Figure 1. Track usage over the die (run 1).
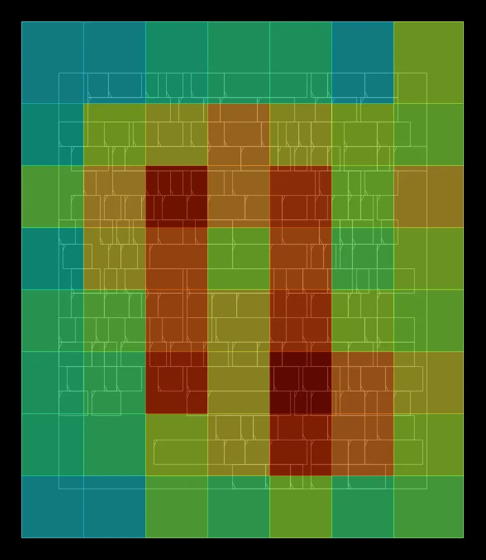
Figure 2. Wiring by layer (run 1).
The bar under the picture is 10 µm long.
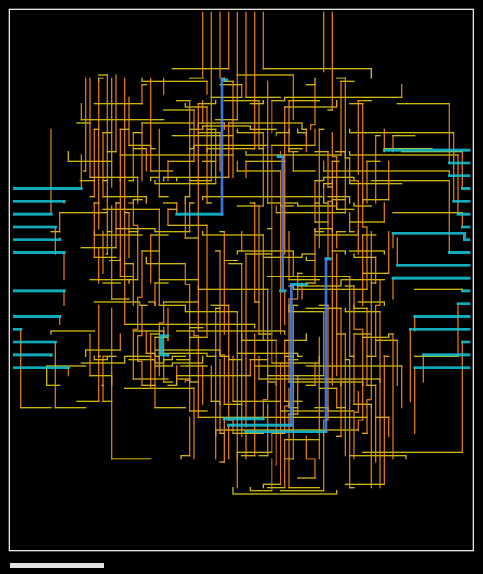
Figure 3. Clock network drawn from the DEF (run 1).
The bar under the picture is 10 µm long.
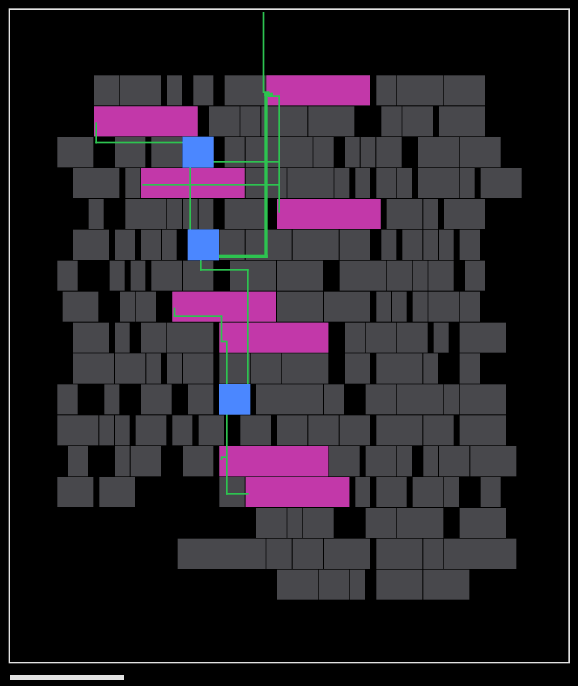
Figure 4. Cell classes on the final placement (run 1).
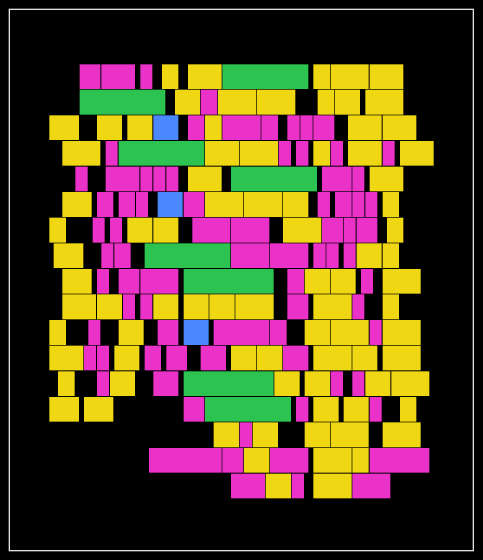
**config.mk**
```make
export PLATFORM = sky130hd
export DESIGN_NAME = multicycle_control_flat
export DESIGN_NICKNAME = d
export VERILOG_FILES = /design/src/rtl/multicycle_control_if.sv /design/src/rtl/multicycle_control.sv /design/src/flat_wrapper.sv
export SDC_FILE = /design/constraint.sdc
export NUM_CORES = 1
export LEC_CHECK = 0
export ABC_AREA = 1
export CORE_ASPECT_RATIO = 1.2
export CORE_MARGIN = 4
export CORE_UTILIZATION = 28
export DETAILED_ROUTE_END_ITERATION = 7
export GPL_TIMING_DRIVEN = 1
export PLACE_DENSITY = 0.84
export REMOVE_ABC_BUFFERS = 1
export SETUP_SLACK_MARGIN = 0.2
export SYNTH_ARGS = -nofsm -noshare
export SYNTH_HDL_FRONTEND = slang
export SYNTH_SLANG_ARGS = --single-unit
```
**constraint.sdc**
```tcl
create_clock -name clk_i -period 1.3 [get_ports clk_i]
set_clock_uncertainty 0.1 [all_clocks]
set_input_delay 0.195 -clock clk_i [delete_from_list [all_inputs] [get_ports clk_i]]
set_output_delay 0.195 -clock clk_i [all_outputs]
set_load 0.01 [all_outputs]
```
**src/rtl/multicycle_control_if.sv**
```systemverilog
// Interface between the multicycle control FSM and the datapath of the
// ARM-subset processor. The datapath (master) supplies the instruction
// register and ALU flags. The controller (slave) returns the control strobes,
// the architectural NZCV register and a debug state code.
interface multicycle_control_if;
  logic [31:0] instr_i;
  logic [3:0]  alu_flags_i;
  logic        pc_write_o;
  logic        adr_src_o;
  logic        mem_write_o;
  logic        ir_write_o;
  logic        reg_write_o;
  logic [1:0]  result_src_o;
  logic        alu_src_a_o;
  logic [1:0]  alu_src_b_o;
  logic [1:0]  alu_control_o;
  logic [1:0]  imm_src_o;
  logic [3:0]  flags_o;
  logic [3:0]  state_o;

  modport master (
    output instr_i, alu_flags_i,
    input  pc_write_o, adr_src_o, mem_write_o, ir_write_o, reg_write_o,
    input  result_src_o, alu_src_a_o, alu_src_b_o, alu_control_o,
    input  imm_src_o, flags_o, state_o
  );

  modport slave (
    input  instr_i, alu_flags_i,
    output pc_write_o, adr_src_o, mem_write_o, ir_write_o, reg_write_o,
    output result_src_o, alu_src_a_o, alu_src_b_o, alu_control_o,
    output imm_src_o, flags_o, state_o
  );
endinterface

```
**src/rtl/multicycle_control.sv**
```systemverilog
// Moore multicycle control FSM for the ARM-subset processor.
// It sequences FETCH/DECODE/EXEC/MEM/WB over the shared ALU, memory and
// register file. It also owns the architectural NZCV flags register.
// MEM_WAIT_CYCLES adds hold cycles in MEMRD (0..15).
// Optional macro COND_EXEC_EN enables ARM condition-code evaluation in DECODE.
// When the macro is undefined, the cond field is ignored.
module multicycle_control #(
  parameter int MEM_WAIT_CYCLES = 0
) (
  input  logic                 clk_i,
  input  logic                 rst_i,
  multicycle_control_if.slave  bus
);

  localparam logic [3:0] S_FETCH  = 4'd0;
  localparam logic [3:0] S_DECODE = 4'd1;
  localparam logic [3:0] S_MEMADR = 4'd2;
  localparam logic [3:0] S_MEMRD  = 4'd3;
  localparam logic [3:0] S_MEMWB  = 4'd4;
  localparam logic [3:0] S_MEMWR  = 4'd5;
  localparam logic [3:0] S_EXECR  = 4'd6;
  localparam logic [3:0] S_EXECI  = 4'd7;
  localparam logic [3:0] S_ALUWB  = 4'd8;
  localparam logic [3:0] S_BRANCH = 4'd9;

  localparam logic [1:0] ALU_ADD = 2'b00;
  localparam logic [1:0] ALU_SUB = 2'b01;
  localparam logic [1:0] ALU_AND = 2'b10;
  localparam logic [1:0] ALU_ORR = 2'b11;

  localparam logic [3:0] WAIT_MAX = MEM_WAIT_CYCLES[3:0];

  logic [3:0] r_state;
  logic [3:0] w_next_state;
  logic [3:0] r_wait_cnt;
  logic [3:0] r_flags;

  // Instruction field decode
  logic [3:0] w_cond;
  logic [1:0] w_op;
  logic       w_imm_bit;
  logic       w_up;
  logic [3:0] w_cmd;
  logic       w_sl;
  logic       w_rd_pc;
  logic       w_is_cmp;
  logic [1:0] w_dp_alu;
  logic       w_cond_ok;
  logic       w_unused_bits;

  assign w_cond    = bus.instr_i[31:28];
  assign w_op      = bus.instr_i[27:26];
  assign w_imm_bit = bus.instr_i[25];
  assign w_up      = bus.instr_i[23];
  assign w_cmd     = bus.instr_i[24:21];
  assign w_sl      = bus.instr_i[20];
  assign w_rd_pc   = (bus.instr_i[15:12] == 4'hF);
  assign w_is_cmp  = (w_cmd == 4'b1010);
  assign w_unused_bits = &{1'b0, w_cond, bus.instr_i[22], bus.instr_i[19:16], bus.instr_i[11:0]};

`ifdef COND_EXEC_EN
  // ARM condition evaluation against NZCV = {N, Z, C, V}
  function automatic logic cond_pass(input logic [3:0] cond, input logic [3:0] nzcv);
    logic n, z, c, v;
    n = nzcv[3];
    z = nzcv[2];
    c = nzcv[1];
    v = nzcv[0];
    case (cond)
      4'b0000: cond_pass = z;
      4'b0001: cond_pass = ~z;
      4'b0010: cond_pass = c;
      4'b0011: cond_pass = ~c;
      4'b0100: cond_pass = n;
      4'b0101: cond_pass = ~n;
      4'b0110: cond_pass = v;
      4'b0111: cond_pass = ~v;
      4'b1000: cond_pass = c & ~z;
      4'b1001: cond_pass = ~c | z;
      4'b1010: cond_pass = (n == v);
      4'b1011: cond_pass = (n != v);
      4'b1100: cond_pass = ~z & (n == v);
      4'b1101: cond_pass = z | (n != v);
      4'b1110: cond_pass = 1'b1;
      default: cond_pass = 1'b0;
    endcase
  endfunction

  assign w_cond_ok = cond_pass(w_cond, r_flags);
`else
  assign w_cond_ok = 1'b1;
`endif

  // Data-processing ALU operation from cmd; shared by EXEC and ALUWB
  always_comb begin
    case (w_cmd)
      4'b0100: w_dp_alu = ALU_ADD;
      4'b0010: w_dp_alu = ALU_SUB;
      4'b0000: w_dp_alu = ALU_AND;
      4'b1100: w_dp_alu = ALU_ORR;
      4'b1010: w_dp_alu = ALU_SUB;
      default: w_dp_alu = ALU_ADD;
    endcase
  end

  // State register with async reset
  always_ff @(posedge clk_i or posedge rst_i) begin
    if (rst_i) begin
      r_state <= S_FETCH;
    end else begin
      r_state <= w_next_state;
    end
  end

  // MEMRD wait counter: counts while holding, cleared everywhere else
  always_ff @(posedge clk_i or posedge rst_i) begin
    if (rst_i) begin
      r_wait_cnt <= 4'd0;
    end else if ((r_state == S_MEMRD) && (r_wait_cnt < WAIT_MAX)) begin
      r_wait_cnt <= r_wait_cnt + 4'd1;
    end else begin
      r_wait_cnt <= 4'd0;
    end
  end

  // Architectural flags: captured when leaving ALUWB for S=1 or CMP
  always_ff @(posedge clk_i or posedge rst_i) begin
    if (rst_i) begin
      r_flags <= 4'd0;
    end else if ((r_state == S_ALUWB) && (w_sl || w_is_cmp)) begin
      r_flags <= bus.alu_flags_i;
    end else begin
      r_flags <= r_flags;
    end
  end

  // Next-state logic; unreachable codes recover to FETCH
  always_comb begin
    w_next_state = S_FETCH;
    case (r_state)
      S_FETCH:  w_next_state = S_DECODE;
      S_DECODE: begin
        if (!w_cond_ok) begin
          w_next_state = S_FETCH;
        end else begin
          case (w_op)
            2'b01:   w_next_state = S_MEMADR;
            2'b00:   w_next_state = w_imm_bit ? S_EXECI : S_EXECR;
            2'b10:   w_next_state = S_BRANCH;
            default: w_next_state = S_FETCH;
          endcase
        end
      end
      S_MEMADR: w_next_state = w_sl ? S_MEMRD : S_MEMWR;
      S_MEMRD:  w_next_state = (r_wait_cnt < WAIT_MAX) ? S_MEMRD : S_MEMWB;
      S_EXECR:  w_next_state = S_ALUWB;
      S_EXECI:  w_next_state = S_ALUWB;
      default:  w_next_state = S_FETCH;
    endcase
  end

  logic       w_pc_write;
  logic       w_adr_src;
  logic       w_mem_write;
  logic       w_ir_write;
  logic       w_reg_write;
  logic [1:0] w_result_src;
  logic       w_alu_src_a;
  logic [1:0] w_alu_src_b;
  logic [1:0] w_alu_control;

  // Moore output decode from the current state
  always_comb begin
    w_pc_write    = 1'b0;
    w_adr_src     = 1'b0;
    w_mem_write   = 1'b0;
    w_ir_write    = 1'b0;
    w_reg_write   = 1'b0;
    w_result_src  = 2'b00;
    w_alu_src_a   = 1'b0;
    w_alu_src_b   = 2'b00;
    w_alu_control = ALU_ADD;
    case (r_state)
      S_FETCH: begin
        w_alu_src_a  = 1'b1;
        w_alu_src_b  = 2'b10;
        w_result_src = 2'b10;
        w_ir_write   = 1'b1;
        w_pc_write   = 1'b1;
      end
      S_DECODE: begin
        w_alu_src_a  = 1'b1;
        w_alu_src_b  = 2'b10;
        w_result_src = 2'b10;
      end
      S_MEMADR: begin
        w_alu_src_b   = 2'b01;
        w_alu_control = w_up ? ALU_ADD : ALU_SUB;
      end
      S_MEMRD: w_adr_src = 1'b1;
      S_MEMWB: begin
        w_result_src = 2'b01;
        w_reg_write  = 1'b1;
        w_pc_write   = w_rd_pc;
      end
      S_MEMWR: begin
        w_adr_src   = 1'b1;
        w_mem_write = 1'b1;
      end
      S_EXECR: w_alu_control = w_dp_alu;
      S_EXECI: begin
        w_alu_src_b   = 2'b01;
        w_alu_control = w_dp_alu;
      end
      S_ALUWB: begin
        w_alu_control = w_dp_alu;
        w_reg_write   = ~w_is_cmp;
        w_pc_write    = w_rd_pc & ~w_is_cmp;
      end
      S_BRANCH: begin
        w_alu_src_b  = 2'b01;
        w_result_src = 2'b10;
        w_pc_write   = 1'b1;
      end
      default: w_pc_write = 1'b0;
    endcase
  end

  // Extend select follows op directly, independent of state
  always_comb begin
    case (w_op)
      2'b01:   bus.imm_src_o = 2'b01;
      2'b10:   bus.imm_src_o = 2'b10;
      default: bus.imm_src_o = 2'b00;
    endcase
  end

  // Write enables are held off for the whole time reset is asserted
  assign bus.pc_write_o    = w_pc_write  & ~rst_i;
  assign bus.ir_write_o    = w_ir_write  & ~rst_i;
  assign bus.reg_write_o   = w_reg_write & ~rst_i;
  assign bus.mem_write_o   = w_mem_write & ~rst_i;
  assign bus.adr_src_o     = w_adr_src;
  assign bus.result_src_o  = w_result_src;
  assign bus.alu_src_a_o   = w_alu_src_a;
  assign bus.alu_src_b_o   = w_alu_src_b;
  assign bus.alu_control_o = w_alu_control;
  assign bus.flags_o       = r_flags;
  assign bus.state_o       = r_state;

endmodule

```
**src/flat_wrapper.sv**
```systemverilog
// flat-port wrapper written by rule: the top's interface ports become plain ports
module multicycle_control_flat 
#(
  parameter int MEM_WAIT_CYCLES = 0
)
  (clk_i, rst_i, bus_instr_i, bus_alu_flags_i, bus_pc_write_o, bus_adr_src_o, bus_mem_write_o, bus_ir_write_o, bus_reg_write_o, bus_result_src_o, bus_alu_src_a_o, bus_alu_src_b_o, bus_alu_control_o, bus_imm_src_o, bus_flags_o, bus_state_o);
  multicycle_control_if bus_i ();
  input  logic clk_i;
  input  logic rst_i;
  input wire logic [$bits(bus_i.instr_i)-1:0] bus_instr_i;
  input wire logic [$bits(bus_i.alu_flags_i)-1:0] bus_alu_flags_i;
  output wire logic [$bits(bus_i.pc_write_o)-1:0] bus_pc_write_o;
  output wire logic [$bits(bus_i.adr_src_o)-1:0] bus_adr_src_o;
  output wire logic [$bits(bus_i.mem_write_o)-1:0] bus_mem_write_o;
  output wire logic [$bits(bus_i.ir_write_o)-1:0] bus_ir_write_o;
  output wire logic [$bits(bus_i.reg_write_o)-1:0] bus_reg_write_o;
  output wire logic [$bits(bus_i.result_src_o)-1:0] bus_result_src_o;
  output wire logic [$bits(bus_i.alu_src_a_o)-1:0] bus_alu_src_a_o;
  output wire logic [$bits(bus_i.alu_src_b_o)-1:0] bus_alu_src_b_o;
  output wire logic [$bits(bus_i.alu_control_o)-1:0] bus_alu_control_o;
  output wire logic [$bits(bus_i.imm_src_o)-1:0] bus_imm_src_o;
  output wire logic [$bits(bus_i.flags_o)-1:0] bus_flags_o;
  output wire logic [$bits(bus_i.state_o)-1:0] bus_state_o;
  assign bus_i.instr_i = bus_instr_i;
  assign bus_i.alu_flags_i = bus_alu_flags_i;
  assign bus_pc_write_o = bus_i.pc_write_o;
  assign bus_adr_src_o = bus_i.adr_src_o;
  assign bus_mem_write_o = bus_i.mem_write_o;
  assign bus_ir_write_o = bus_i.ir_write_o;
  assign bus_reg_write_o = bus_i.reg_write_o;
  assign bus_result_src_o = bus_i.result_src_o;
  assign bus_alu_src_a_o = bus_i.alu_src_a_o;
  assign bus_alu_src_b_o = bus_i.alu_src_b_o;
  assign bus_alu_control_o = bus_i.alu_control_o;
  assign bus_imm_src_o = bus_i.imm_src_o;
  assign bus_flags_o = bus_i.flags_o;
  assign bus_state_o = bus_i.state_o;
  multicycle_control #(.MEM_WAIT_CYCLES(MEM_WAIT_CYCLES)) u_core (.clk_i(clk_i), .rst_i(rst_i), .bus(bus_i));
endmodule
```
==> qor.yml, run 1 <==
critical_path:
  worst_setup_path_start_kind: "flip-flop"
  r2r-start: "u_core.bus.state_o[2]"
  cp-endpoint: "bus_alu_control_o[0]"
  worstSetupEndpointType: "output pin"
  reg2reg_setup_slack_ns: -0.32
  regToRegEndpoint: "u_core.bus.state_o[3]"
  path_max_fanout: 3
  cp-startpoint: "u_core.bus.state_o[2]"
  required_ns: 1.00
  r2r_cells: 8
synthesis:
  ys_async_sr_fraction_pct: 100
  ys_cells: 87
  synth.most_common_cell: "nand2_1"
  mux_area_share_pct: 0
  syn_avg_cell_area_um2: 6.54
  synth-xor-area-share_pct: 0
  synth-edff-count: 0
  compound_area_share_pct: 11.6
  topCombFamilyByArea: "simple AND/OR/NAND/NOR gates"
  ys_seq_share_pct: 35.2
  synth_cells: 87
  ys.flop_type: "dfrtp_1"
  simple_gate_area_share_pct: 43.3
  top_area_cell: "dfrtp_1"
timing:
  slew_headroom_pct: 87.2
  layout_setup_ws_ns: -0.374
  post-route-period-util_pct: 129
  grt_setup_unrepaired: "true"
  fmax_ghz: 0.597
  hold_viol: 0
  setup_violations: 23
  fin_setup_tns_ns: -5.26
  whs_ns: 0.308
  worst_slew_pin_slew_ns: 0.193
cells_and_area:
  fillers: 150
  design_area_um2: 1430
  flop_area_um2: 203
  antenna-diode-count: 0
  clkCellAreaFrac_pct: 1.58
  drive_above_1_share_pct: 60.1
  design.seq.count: 8
  dominant_cells: "non-clock buffers"
  layout_top_cell: "buf_4"
routing:
  ant_nets: 0
worst_hold_path:
  hp-class: "primary input to asynchronous set/reset pin"
run:
  warning_count: 47
  cap_violations: 0
placement:
  dp_slack_ns: -0.728
  numPortBuffers: 39
floorplanning:
  core_area_um2: 1890
  fp_util_pct: 30.1
  die_area_um2: 2820
outcome:
  violations: "negative setup slack"
  status: "complete, but fails checks"
power_and_ir_drop:
  total_power_w: 0.00288
  pg_comb_w: 0.00222
  seqPwrFrac_pct: 16.2
  sequentialPower_w: 0.000467
  p_sw_w: 0.00123
  p_int_w: 0.00165
global_routing:
  gr-total-overflow: 0
cts:
  cts_tree: "built"
  numCtsBuffers: 3
  cts_resized: 133
Back to the opening pictures, Figure 1:
grt met2 use: 37.5%
met1 GRT Util: 17.8%
wire per inst: 14.3 µm

Back to the opening pictures, Figure 2:
Key: M1 = yellow [wire length 976 µm]; M3 = cyan [wire length 155 µm]; M2 = orange [wire length 1550 µm]; M4 = blue [wire length 61.9 µm]
Detailed Route WL: 2740 µm
via count: 930
GRT Util Overall: 18.7%

Back to the opening pictures, Figure 3:
Key: flip-flops = magenta [count 8]; clock wires = green [length 123 µm]; clock-net drivers = blue [count 3]
There are 4 routed clock nets.
Clk. pwr: 0.000190 W
clock power share: 6.6%
Insertion Delay late pin: 0.25 ns

Back to the opening pictures, Figure 4:
Key: remaining logic cells = magenta [cells 79]; remaining buffers and delay cells = yellow [cells 83]; clock-net drivers = blue [cells 3]; registers = green [cells 8]
flop share of the area: 14.2%
row cnt: 17

==> run 1: per-layer routing <==
| metal | share of wire (%) | vias to the layer above |
|---|---|---|
| li1 | - | 457 |
| met1 | 36 | 423 |
| met2 | 56 | 42 |
| met3 | 5.6 | 8 |
| met4 | 2.2 | 0 |
| met5 | 0 | - |
==> run 1: critical path, stage by stage (launching register included) <==
cell     delay [ns]
dfrtp_1        0.38
inv_2          0.09
nor2_4         0.17
nand2_2        0.11
o21ai_4        0.09
nand2_1        0.08
o21ai_1        0.08
buf_2          0.14
==> run 1: state kept, by name (all words and copies together) (netlist names) <==
signal and flops:
u_core.bus.state_o 4, u_core.bus.flags_o 4
Figure 5. Floorplan with the power grid (run 1).
Pins as bars on the die edge. Tap cells in gray.
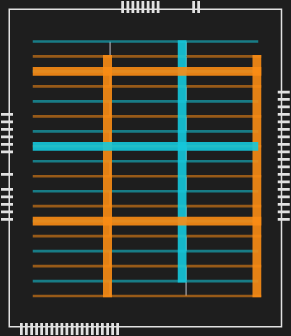

==> inputs of run 2 (changes only) <==
--- a/config.mk
+++ b/config.mk
@@ -6,7 +6,6 @@
 export NUM_CORES = 1
 export LEC_CHECK = 0
 export ABC_AREA = 1
-export CORE_ASPECT_RATIO = 1.2
 export CORE_MARGIN = 4
 export CORE_UTILIZATION = 28
 export DETAILED_ROUTE_END_ITERATION = 7
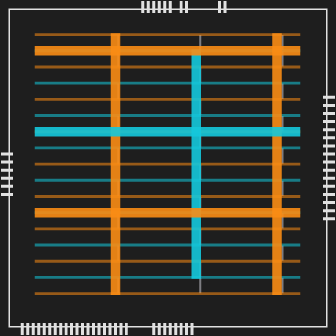
Figure 6: run 2, floorplan with the power grid.
Pins as bars on the die edge. Tap cells in gray.
Key: VDD = cyan; VSS = orange
The core has 16 rows. 27 tap cells. 60 signal pins sit on the boundary. 17 met1 rails follow the rows. 3 straps on met4.
Core Region: 1940 µm²
worst vdd ir: 1140 µV

==> run 2 against run 1 <==
  * The run still ends with negative setup slack left
  * Combinational power is essentially flat
  * Clock power shrank 5%
  * Synthesized cell count is the same
  * Clock-buffer cell count is the same
  * Largest power group unchanged
==> qor.yml, run 2 <==
outcome:
  status: "complete, but fails checks"
  violations: "negative setup slack"
cells_and_area:
  fillers: 148  # -1.3%
  layout_top_cell: "buf_4"
  nets: 207
  layout_top_cells: "buf_4, buf_6, nand2_1"
  antenna-diode-count: 0  # unchanged
  drive_above_1_share_pct: 56.9  # -3.2 points
  area_delta_synth_final_pct: 149
routing:
  met3WireLength_um: 201  # +31%
  wl_per_cell_um: 14.4  # +0.78%
  routed.top_layer: "met4"
  drc: 0
  ant_nets: 0  # unchanged
  vias: 941  # +1.2%
  drt-met1-wl_um: 1090  # +12%
  dr_wl_met2_um: 1440  # -7.1%
  drt_iter0_markers: 14
  drt_wl_total_um: 2790  # +1.8%
timing:
  setup_violations: 23  # unchanged
  slew_headroom_pct: 85.2  # -1.9 points
  post-route-period-util_pct: 135  # +5.8 points
  layout_setup_ws_ns: -0.449  # -0.0754 ns
  grt_setup_unrepaired: "true"
  worst_slew_pin_slew_ns: 0.221  # +0.0279 ns
  fin_setup_tns_ns: -5.61  # -0.350 ns
  hold_viol: 0  # unchanged
  whs_ns: 0.280  # -0.0283 ns
  fmax_ghz: 0.572  # -4.3%
synthesis:
  synth_flops: 8
  netlist_area_um2: 569
  topCombFamilyByArea: "simple AND/OR/NAND/NOR gates"
  ys_chip_area_um2: 569
  synth-edff-count: 0  # unchanged
  fa_ha_area_share_pct: 0
  ys_cells: 87  # unchanged
  mux_area_share_pct: 0  # unchanged
  yosysUniqueCellTypes: 18
  top_cells_by_area: "dfrtp_1, nand2_1, nand3_1"
  top_cells_by_count: "nand2_1, inv_1, nand3_1, nor2_1, dfrtp_1"
  ys_seq_share_pct: 35.2  # unchanged
  synth.most_common_cell: "nand2_1"
  simple_gate_area_share_pct: 43.3  # unchanged
  synth_cells: 87  # unchanged
  top_area_cell: "dfrtp_1"
  ys_async_sr_fraction_pct: 100  # unchanged
  ys.flop_type: "dfrtp_1"
  syn_avg_cell_area_um2: 6.54  # unchanged
  synth-xor-area-share_pct: 0  # unchanged
  compound_area_share_pct: 11.6  # unchanged
cts:
  cts.sinks: 8
  worstSkewPairLatency_ns: 0.25  # about the same
  numCtsBuffers: 3  # unchanged
  cts_setup_buffers: 10
  path_clk_slew_ns: 0.05
  cts_resized: 122  # -8.3%
  cts_tree: "built"
critical_path:
  critical_path.max_stage_delay_ns: 0.43  # +0.05 ns
  r2r-start: "u_core.bus.state_o[2]"
  worstSetupEndpointType: "output pin"
  crit_path_frequent_cell: "o21ai_2"
  required_ns: 1.00  # about the same
  cp-endpoint: "bus_alu_control_o[0]"
  r2r_cells: 9  # +1
  path_cells: "inv_2, nor2_4, nand2_2, o21ai_2, nand2_1, o21ai_2, buf_2"
  crit_type: "flip-flop to output pin"
  worst_setup_path_start_kind: "flip-flop"
  reg2reg_setup_slack_ns: -0.19  # +0.13 ns
  slowest_stage: "dfrtp_1"
  cp-startpoint: "u_core.bus.state_o[2]"
  regToRegEndpoint: "u_core.bus.flags_o[3]"
  path_max_fanout: 3  # unchanged
global_routing:
  busiest_layer: "met2"
  grt_max_degree: 9
  grt_pass1_wl_um: 3990
  grt_usage_pct: 19.2  # +0.52 points
  grt_use_met1_pct: 22.3  # +4.4 points
  grtUsageMet2_pct: 36.6  # -0.98 points
  grtUsageMet3_pct: 2.82
  gr-total-overflow: 0  # unchanged
run:
  cap_violations: 0  # unchanged
  warning_count: 47  # unchanged
floorplanning:
  fp_util_pct: 29.3  # -0.76 points
  die_x_um: 53.1
  die_area_um2: 2820  # -0.11%
worst_hold_path:
  hold_end: "u_core.bus.state_o[3]"
  hold_start: "bus_instr_i[26]"
  whs_path_depth: 3
  hp-class: "primary input to flip-flop"
placement:
  dp_slack_ns: -0.791  # -0.0626 ns
  gp_congestion: 0.950
  dpl_cell_area_um2: 1160
  numPortBuffers: 39  # unchanged
power_and_ir_drop:
  powerDensity_nw_per_um2: 2050
  total_power_w: 0.00290  # +0.82%
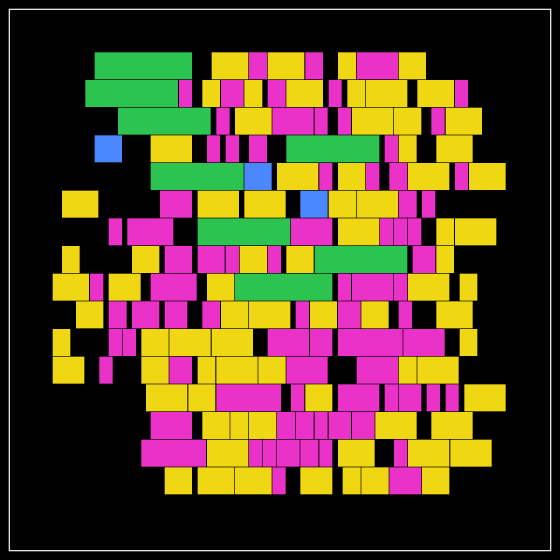
Figure 7: run 2, cell classes on the final placement.
flop share of the area: 14.3%
row cnt: 16
Core Util, Final: 72.9%
post-layout instance area: 1420 µm²

[run 2: cell families after synthesis]
group	count (synthesis)
AND-OR/OR-AND	10
buffers and inverters	15
flip-flops	8
AND/OR/NAND/NOR	54
[run 2: critical path, delay by kind of cell, from the launching register on]
kind	cells	cell delay (ns)
compound gates	2	0.17
buf+inv	2	0.25
flops	1	0.43
simple gates	3	0.35
[run 2: where the power goes]
part           internal (W)  total, W  switching, W
logic               0.00116   0.00223       0.00107
registers          0.000366  0.000488      0.000123
clock network      0.000105  0.000180     0.0000754
[run 2: layout make-up]
class,count,area (µm²),share of cell area (%)
Tap cell,27,33.8,2.39
Multi-Input combinational cell,64,432,30.5
Clock buffer,3,22.5,1.59
Inverter,15,58.8,4.16
Timing Repair Buffer,77,666,47.0
Sequential cell,8,203,14.3
Power figures rest on the tool's default switching activity, not on a simulated workload.
